===== src/rtl/crc_pkg.sv =====
// Shared definitions for the CRC engine: FSM encoding, legal configuration
// limits and the bit-reflection helper.
package crc_pkg;

  typedef enum logic [1:0] {
    ST_IDLE  = 2'd0,
    ST_ACCUM = 2'd1,
    ST_DONE  = 2'd2
  } crc_state_e;

  localparam int unsigned CRC_W_MIN = 8;
  localparam int unsigned CRC_W_MAX = 32;
  localparam int unsigned LANES_MIN = 1;
  localparam int unsigned LANES_MAX = 4;

  // Reverses the low 'width' bits of val; bits at and above 'width' come back zero.
  function automatic logic [31:0] reflect_bits(input logic [31:0] val, input int unsigned width);
    logic [31:0] res;
    logic [4:0]  idx;
    res = 32'd0;
    for (int i = 0; i < 32; i++) begin
      idx = 5'(width - 32'd1 - 32'(i));
      if (i < int'(width)) begin
        res[i] = val[idx];
      end else begin
        res[i] = 1'b0;
      end
    end
    return res;
  endfunction

endpackage


===== src/rtl/crc_byte_step.sv =====
// One byte of MSB-first CRC update: (register, byte) -> next register.
// Purely combinational so several copies can be chained within one beat.
module crc_byte_step
  import crc_pkg::*;
#(
  parameter int unsigned          CRC_W = 8,
  parameter logic [CRC_W-1:0]     POLY  = 8'h07
) (
  input  logic [CRC_W-1:0] crc_i,
  input  logic [7:0]       byte_i,
  output logic [CRC_W-1:0] crc_o
);

  logic [CRC_W-1:0] step_s;

  // Fold the byte into the top of the register, then shift out eight bits.
  always_comb begin
    step_s = crc_i;
    step_s[CRC_W-1 -: 8] = crc_i[CRC_W-1 -: 8] ^ byte_i;
    for (int b = 0; b < 8; b++) begin
      if (step_s[CRC_W-1]) begin
        step_s = {step_s[CRC_W-2:0], 1'b0} ^ POLY;
      end else begin
        step_s = {step_s[CRC_W-2:0], 1'b0};
      end
    end
  end

  assign crc_o = step_s;

endmodule


===== src/rtl/crc_engine.sv =====
// Streaming CRC engine: up to four bytes per beat, configurable polynomial,
// init, reflection and final XOR, with a registered result handshake.
module crc_engine
  import crc_pkg::*;
#(
  parameter int unsigned CRC_W       = 8,
  parameter logic [31:0] POLY        = 32'h0000_0007,
  parameter logic [31:0] INIT        = 32'h0000_0000,
  parameter logic [31:0] XOR_OUT     = 32'h0000_0000,
  parameter bit          REFLECT_IN  = 1'b0,
  parameter bit          REFLECT_OUT = 1'b0,
  parameter int unsigned LANES       = 1,
  parameter logic [31:0] RESIDUE     = 32'h0000_0000
) (
  input  logic                 clk_i,
  input  logic                 rst_i,
  input  logic                 clr_i,
  input  logic [8*LANES-1:0]   s_data_i,
  input  logic [LANES-1:0]     s_keep_i,
  input  logic                 s_valid_i,
  input  logic                 s_last_i,
  output logic                 s_ready_o,
  output logic [CRC_W-1:0]     crc_o,
  output logic                 crc_valid_o,
  input  logic                 crc_ready_i,
  output logic                 crc_ok_o
);

  localparam logic [CRC_W-1:0] POLY_C    = POLY[CRC_W-1:0];
  localparam logic [CRC_W-1:0] INIT_C    = INIT[CRC_W-1:0];
  localparam logic [CRC_W-1:0] XOR_C     = XOR_OUT[CRC_W-1:0];
  localparam logic [CRC_W-1:0] RESIDUE_C = RESIDUE[CRC_W-1:0];

  if ((CRC_W != 8 && CRC_W != 16 && CRC_W != 32) || CRC_W < CRC_W_MIN || CRC_W > CRC_W_MAX ||
      LANES < LANES_MIN || LANES > LANES_MAX) begin : g_bad_cfg
    $error("crc_engine: illegal CRC_W or LANES");
  end

  crc_state_e       state_q, state_d;
  logic [CRC_W-1:0] reg_q, reg_d;
  logic [CRC_W-1:0] out_q, out_d;
  logic             ok_q, ok_d;
  logic             valid_q, valid_d;

  logic             accept_s;
  logic [LANES-1:0] lane_en_s;
  logic [CRC_W-1:0] chain_s [LANES+1];
  logic [CRC_W-1:0] final_s;

  assign s_ready_o = !valid_q || crc_ready_i;
  assign accept_s  = s_valid_i && s_ready_o;

  // A beat taken outside ACCUM opens a new frame, so it starts from INIT.
  assign chain_s[0] = (state_q == ST_ACCUM) ? reg_q : INIT_C;
  assign lane_en_s  = s_last_i ? s_keep_i : {LANES{1'b1}};

  for (genvar i = 0; i < LANES; i++) begin : g_lane
    logic [7:0]       byte_s;
    logic [CRC_W-1:0] step_s;

    assign byte_s = REFLECT_IN ? 8'(reflect_bits({24'd0, s_data_i[8*i +: 8]}, 32'd8))
                               : s_data_i[8*i +: 8];

    crc_byte_step #(
      .CRC_W (CRC_W),
      .POLY  (POLY_C)
    ) u_step (
      .crc_i  (chain_s[i]),
      .byte_i (byte_s),
      .crc_o  (step_s)
    );

    assign chain_s[i+1] = lane_en_s[i] ? step_s : chain_s[i];
  end

  assign final_s = CRC_W'(REFLECT_OUT ? reflect_bits(32'(chain_s[LANES]), CRC_W)
                                      : 32'(chain_s[LANES])) ^ XOR_C;

  // State, running register and result registers.
  always_ff @(posedge clk_i or posedge rst_i) begin
    if (rst_i) begin
      state_q <= ST_IDLE;
      reg_q   <= INIT_C;
      out_q   <= '0;
      ok_q    <= 1'b0;
      valid_q <= 1'b0;
    end else begin
      state_q <= state_d;
      reg_q   <= reg_d;
      out_q   <= out_d;
      ok_q    <= ok_d;
      valid_q <= valid_d;
    end
  end

  // Next state; clr_i outranks any beat presented in the same cycle.
  always_comb begin
    state_d = state_q;
    reg_d   = reg_q;
    out_d   = out_q;
    ok_d    = ok_q;
    valid_d = valid_q;
    if (clr_i) begin
      state_d = ST_IDLE;
      reg_d   = INIT_C;
      valid_d = 1'b0;
    end else if (accept_s) begin
      if (s_last_i) begin
        state_d = ST_DONE;
        reg_d   = INIT_C;
        out_d   = final_s;
        ok_d    = (final_s == RESIDUE_C);
        valid_d = 1'b1;
      end else begin
        state_d = ST_ACCUM;
        reg_d   = chain_s[LANES];
        valid_d = 1'b0;
      end
    end else begin
      case (state_q)
        ST_DONE: begin
          if (crc_ready_i) begin
            state_d = ST_IDLE;
            valid_d = 1'b0;
          end else begin
            state_d = ST_DONE;
            valid_d = 1'b1;
          end
        end
        default: begin
          state_d = state_q;
        end
      endcase
    end
  end

  assign crc_o       = out_q;
  assign crc_ok_o    = ok_q;
  assign crc_valid_o = valid_q;

endmodule


===== config.mk =====
export PLATFORM = sky130hd
export DESIGN_NAME = crc_engine
export DESIGN_NICKNAME = d
export VERILOG_FILES = /design/src/rtl/crc_pkg.sv /design/src/rtl/crc_byte_step.sv /design/src/rtl/crc_engine.sv
export SDC_FILE = /design/constraint.sdc
export NUM_CORES = 1
export LEC_CHECK = 0
export ABC_CLOCK_PERIOD_IN_PS = 5600
export CAP_MARGIN = 40
export CORE_MARGIN = 2
export CORE_UTILIZATION = 36
export DETAILED_ROUTE_END_ITERATION = 6
export HOLD_SLACK_MARGIN = 0.05
export PLACE_DENSITY = 0.57
export SYNTH_ARGS = -nofsm -noshare
export SYNTH_HDL_FRONTEND = slang
export SYNTH_SLANG_ARGS = --single-unit

===== constraint.sdc =====
create_clock -name clk_i -period 5.6 [get_ports clk_i]
set_input_delay 1.12 -clock clk_i [delete_from_list [all_inputs] [get_ports clk_i]]
set_output_delay 1.12 -clock clk_i [all_outputs]
set_load 0.02 [all_outputs]

### Where the registers sit, run 1

The bar under the picture is 20 µm long. Other sequential cells in the stronger grey, the rest of the logic in the fainter grey.
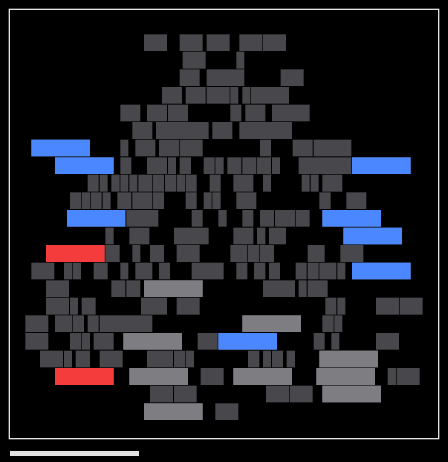
- state_q: red (sequential cells 2)
- reg_q: blue (sequential cells 8)
fin util: 46.5%
Seq power: 174 µW
fraction of area in registers: 27.7%
Flop area: 475 µm²

### Routed metal, one colour a layer, run 1

Only two layers are drawn.
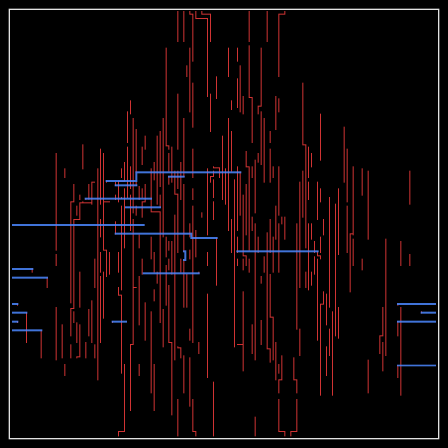
- M2: red (wire length 1590 µm)
- M3: blue (wire length 140 µm)
Total Wirelength: 3100 µm
GRT Util Overall: 15.3%
Wirelength per Cell: 13.7 µm

### Wire density map, run 1

The die is cut into 13 by 13 equal tiles; dark purple is low, yellow is high, scaled to the fullest tile. Values are wire area over tile area, all layers added.
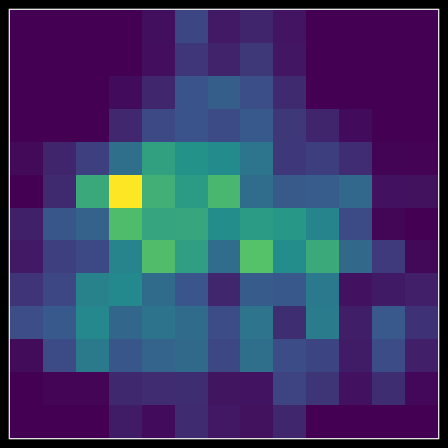
- mean over tiles: 0.11
- tiles over half the peak: 9.5%
- emptiest ninth of the die: top right
via count: 1176

==> results.json, run 1 <==
{
  "ir_drop_uv": 123,
  "grt_antenna_before_repair": 0,
  "clkLatencyLatePin_ns": 0.25,
  "hp-start": "crc_o[7]",
  "logic_family": "XOR/XNOR gates",
  "synth.distinct_cells": 35,
  "cts_num_sinks": 19,
  "syn_nets": 172,
  "ys_sh_adder_pct": 0,
  "drtIter0Drc": 34,
  "worstReg2RegEnd": "crc_ok_o",
  "path_buffers": 2,
  "ant_nets": 0,
  "clock_skew_ns": 0.00218,
  "mux_share_pct": 2.33,
  "slew_headroom_pct": 44.8,
  "critPathRequiredTime_ns": 4.48,
  "cts.repair.resized": 0,
  "taps": 48,
  "cts_hold_buf": 0,
  "dr.pass1.iters": 4,
  "ff2ff_path_depth": 7,
  "crit_chain": "clkdlybuf4s50_1, nand2b_1, clkdlybuf4s50_1",
  "cts_setup_buffers": 0,
  "core.rowCount": 22,
  "ctsHtreeMaxLevel": 1,
  "rsz0062_at_grt": "no",
  "core_um2": 3690,
  "dominant_cells": "combinational gates",
  "syn_avg_cell_area_um2": 8.89,
  "gp_congestion": 0.876,
  "endpoint": "s_ready_o",
  "edf_count": 0,
  "crit_type": "input pin to output pin",
  "critical_path_depth": 3,
  "tritoncts": "yes",
  "status": "finished, final reports clean",
  "grt_pass1_wl_um": 5190,
  "n_all_buffers": 25,
  "yosysTopAreaCellShare_pct": 34.1,
  "synthAoiAreaFrac_pct": 19.6,
  "hpwlAfterDp_um": 2460,
  "root_buffer": "clkbuf_8",
  "worstHoldEndpoint": "crc_o[7]",
  "worstSetupStartpoint": "crc_ready_i"
}
==> run 1: metal layers <==
layer	part of all wire, %	GRT usage, %	routed length [µm]	vias to the layer above
met5	0	0	0	-
met3	4.5	3.58	139	5
met4	0.90	2.30	28	0
li1	-	-	-	589
met2	51	26.9	1590	29
met1	43	19.3	1340	553
==> run 1: through the flow <==
step	setup WS, ns	std cells	hold slack, ns
floorplan	2.87	157	0.484
global route	2.05	226	0.529
finish	2.11	226	0.484
CTS	2.11	226	0.493
global placement	2.12	222	0.468
detailed placement	2.06	222	0.482
==> run 1: where the power goes <==
part | switching [µW] | leakage (µW) | total (µW) | internal (µW)
Sequential | 16.2 | 0.000251 | 174 | 157
Combinational | 90.7 | 0.000420 | 178 | 87.8
Clock | 42.6 | 0.0000228 | 93.1 | 50.5
Total | 149 | 0.000694 | 445 | 296
==> inputs of run 2 (changes only) <==
--- a/config.mk
+++ b/config.mk
@@ -5,13 +5,13 @@
 export SDC_FILE = /design/constraint.sdc
 export NUM_CORES = 1
 export LEC_CHECK = 0
-export ABC_CLOCK_PERIOD_IN_PS = 5600
+export ABC_CLOCK_PERIOD_IN_PS = 3200
 export CAP_MARGIN = 40
 export CORE_MARGIN = 2
 export CORE_UTILIZATION = 36
 export DETAILED_ROUTE_END_ITERATION = 6
 export HOLD_SLACK_MARGIN = 0.05
-export PLACE_DENSITY = 0.57
+export PLACE_DENSITY = 0.59
 export SYNTH_ARGS = -nofsm -noshare
 export SYNTH_HDL_FRONTEND = slang
 export SYNTH_SLANG_ARGS = --single-unit
==> constraint.sdc (replaced) <==
create_clock -name clk_i -period 3.2 [get_ports clk_i]
set_input_delay 0.64 -clock clk_i [delete_from_list [all_inputs] [get_ports clk_i]]
set_output_delay 0.64 -clock clk_i [all_outputs]
set_load 0.02 [all_outputs]
### Routed metal, one colour a layer, run 2

Only two layers are drawn.
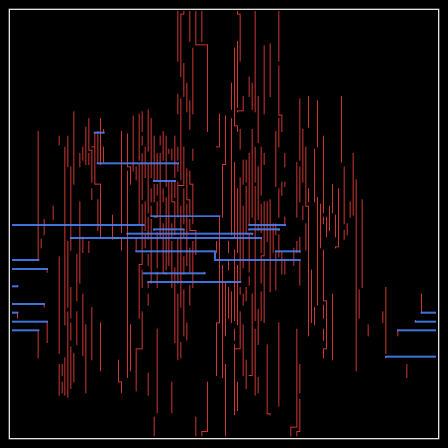
- M3: blue (wire length 208 µm)
- M2: red (wire length 1780 µm)
Wirelength per Cell: 14.4 µm
GRT Util Overall: 16.8%
Total Wirelength: 3320 µm

### Local utilization, run 2

The bar under the picture is 20 µm long. The die is cut into 7 by 7 equal tiles; dark purple is low, yellow is high, 0 to 100% covered.
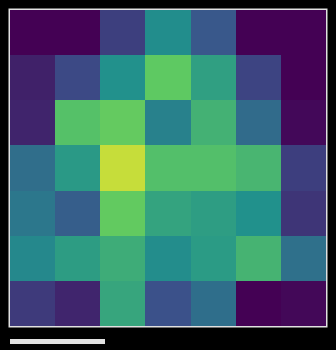
- emptiest ninth of the die: top right
- densest ninth of the die: middle
- nearly empty tiles: 12%
- tiles over 75% full: 6.1%
- fullest tile: 91%
- mean over tiles: 38%
Starting Density: 37.8%
Core Region: 3690 µm²
fin util: 47.4%

==> run 2 against run 1 <==
Effect of this change:
- count of clock-buffer cells in the layout is the same
- sequential power grew 74%
- cell count grew 1.8%
- worst hold slack lost 0.0019 ns
- first-iteration DRC count grew to 2.8 times the previous value
==> results.json, run 2 <==
{
  "ant_nets": 0,
  "cts_setup_buffers": 0,
  "slew_headroom_pct": 49.0,
  "fin_cells": 230,
  "ctsHtreeMaxLevel": 1,
  "root_buffer": "clkbuf_8",
  "powerSeq_uw": 303,
  "hp-start": "crc_o[1]",
  "critical_path_depth": 8,
  "seq_share_pct": 27.2,
  "dr.pass1.iters": 4,
  "seqPwrFrac_pct": 38.4,
  "p_clk_share_pct": 21.0,
  "ff2ff_path_depth": 7,
  "crit_type": "input pin to flip-flop",
  "holdWs_ns": 0.482,
  "via_count": 1235,
  "internal-power_uw": 521,
  "switching_share_pct": 33.9,
  "seq_area_um2": 475,
  "cts_hold_buf": 0,
  "edf_count": 0,
  "synth.distinct_cells": 35,
  "yosysTopAreaCellShare_pct": 34.1,
  "n_all_buffers": 29,
  "syn_nets": 172,
  "wl_met2_um": 1780,
  "worstSetupStartpoint": "s_data_i[2]",
  "met3_length_um": 208,
  "drtIter0Drc": 96,
  "ir_drop_uv": 288,
  "fin_ws_ns": 0.490,
  "tritoncts": "yes",
  "combinationalPower_uw": 320,
  "power_clock_uw": 165,
  "dominant_cells": "combinational gates",
  "cts.repair.resized": 0,
  "taps": 48,
  "place_inst": 226,
  "met3_usage_pct": 4.26,
  "top_usage_layer": "met2",
  "netSwitchingPower_uw": 266,
  "core.rowCount": 22,
  "wl_met1_um": 1330,
  "rsz0062_at_grt": "no",
  "status": "finished, final reports clean",
  "grt_pass1_wl_um": 5630,
  "hpwlAfterDp_um": 2700
}
### The clock network, run 2

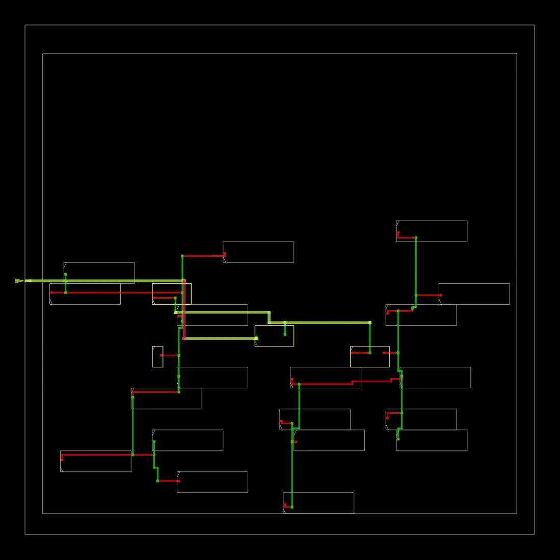
TritonCTS Buffers: 3
clk sinks: 19
Worst-Skew Late Latency: 0.25 ns
Clock Skews: 0.00174 ns

[run 2: how the worst min path moves through the flow]
stage                       to  cells past startpoint  slack, ns
global placement      crc_o[0]                      2       0.46
detailed placement    crc_o[1]                      2       0.47
floorplan           state_q[0]                      2       0.48
global route          crc_o[0]                      2       0.52
CTS                   crc_o[1]                      2       0.49
finish                crc_o[1]                      2       0.48
[run 2: logic make-up (layout without fill, tap and decap cells)]
| group | Yosys count | count (layout) | share of synthesized area [%] |
|---|---|---|---|
| XOR/XNOR | 27 | 27 | 23.1 |
| AND-OR/OR-AND | 43 | 43 | 19.6 |
| multiplexers | 3 | 3 | 2.33 |
| AND/OR/NAND/NOR | 54 | 54 | 17.8 |
| flip-flops | 19 | 19 | 34.1 |
| buffers and inverters | 11 | 36 | 3.23 |
Power and IR drop assume default switching activity.
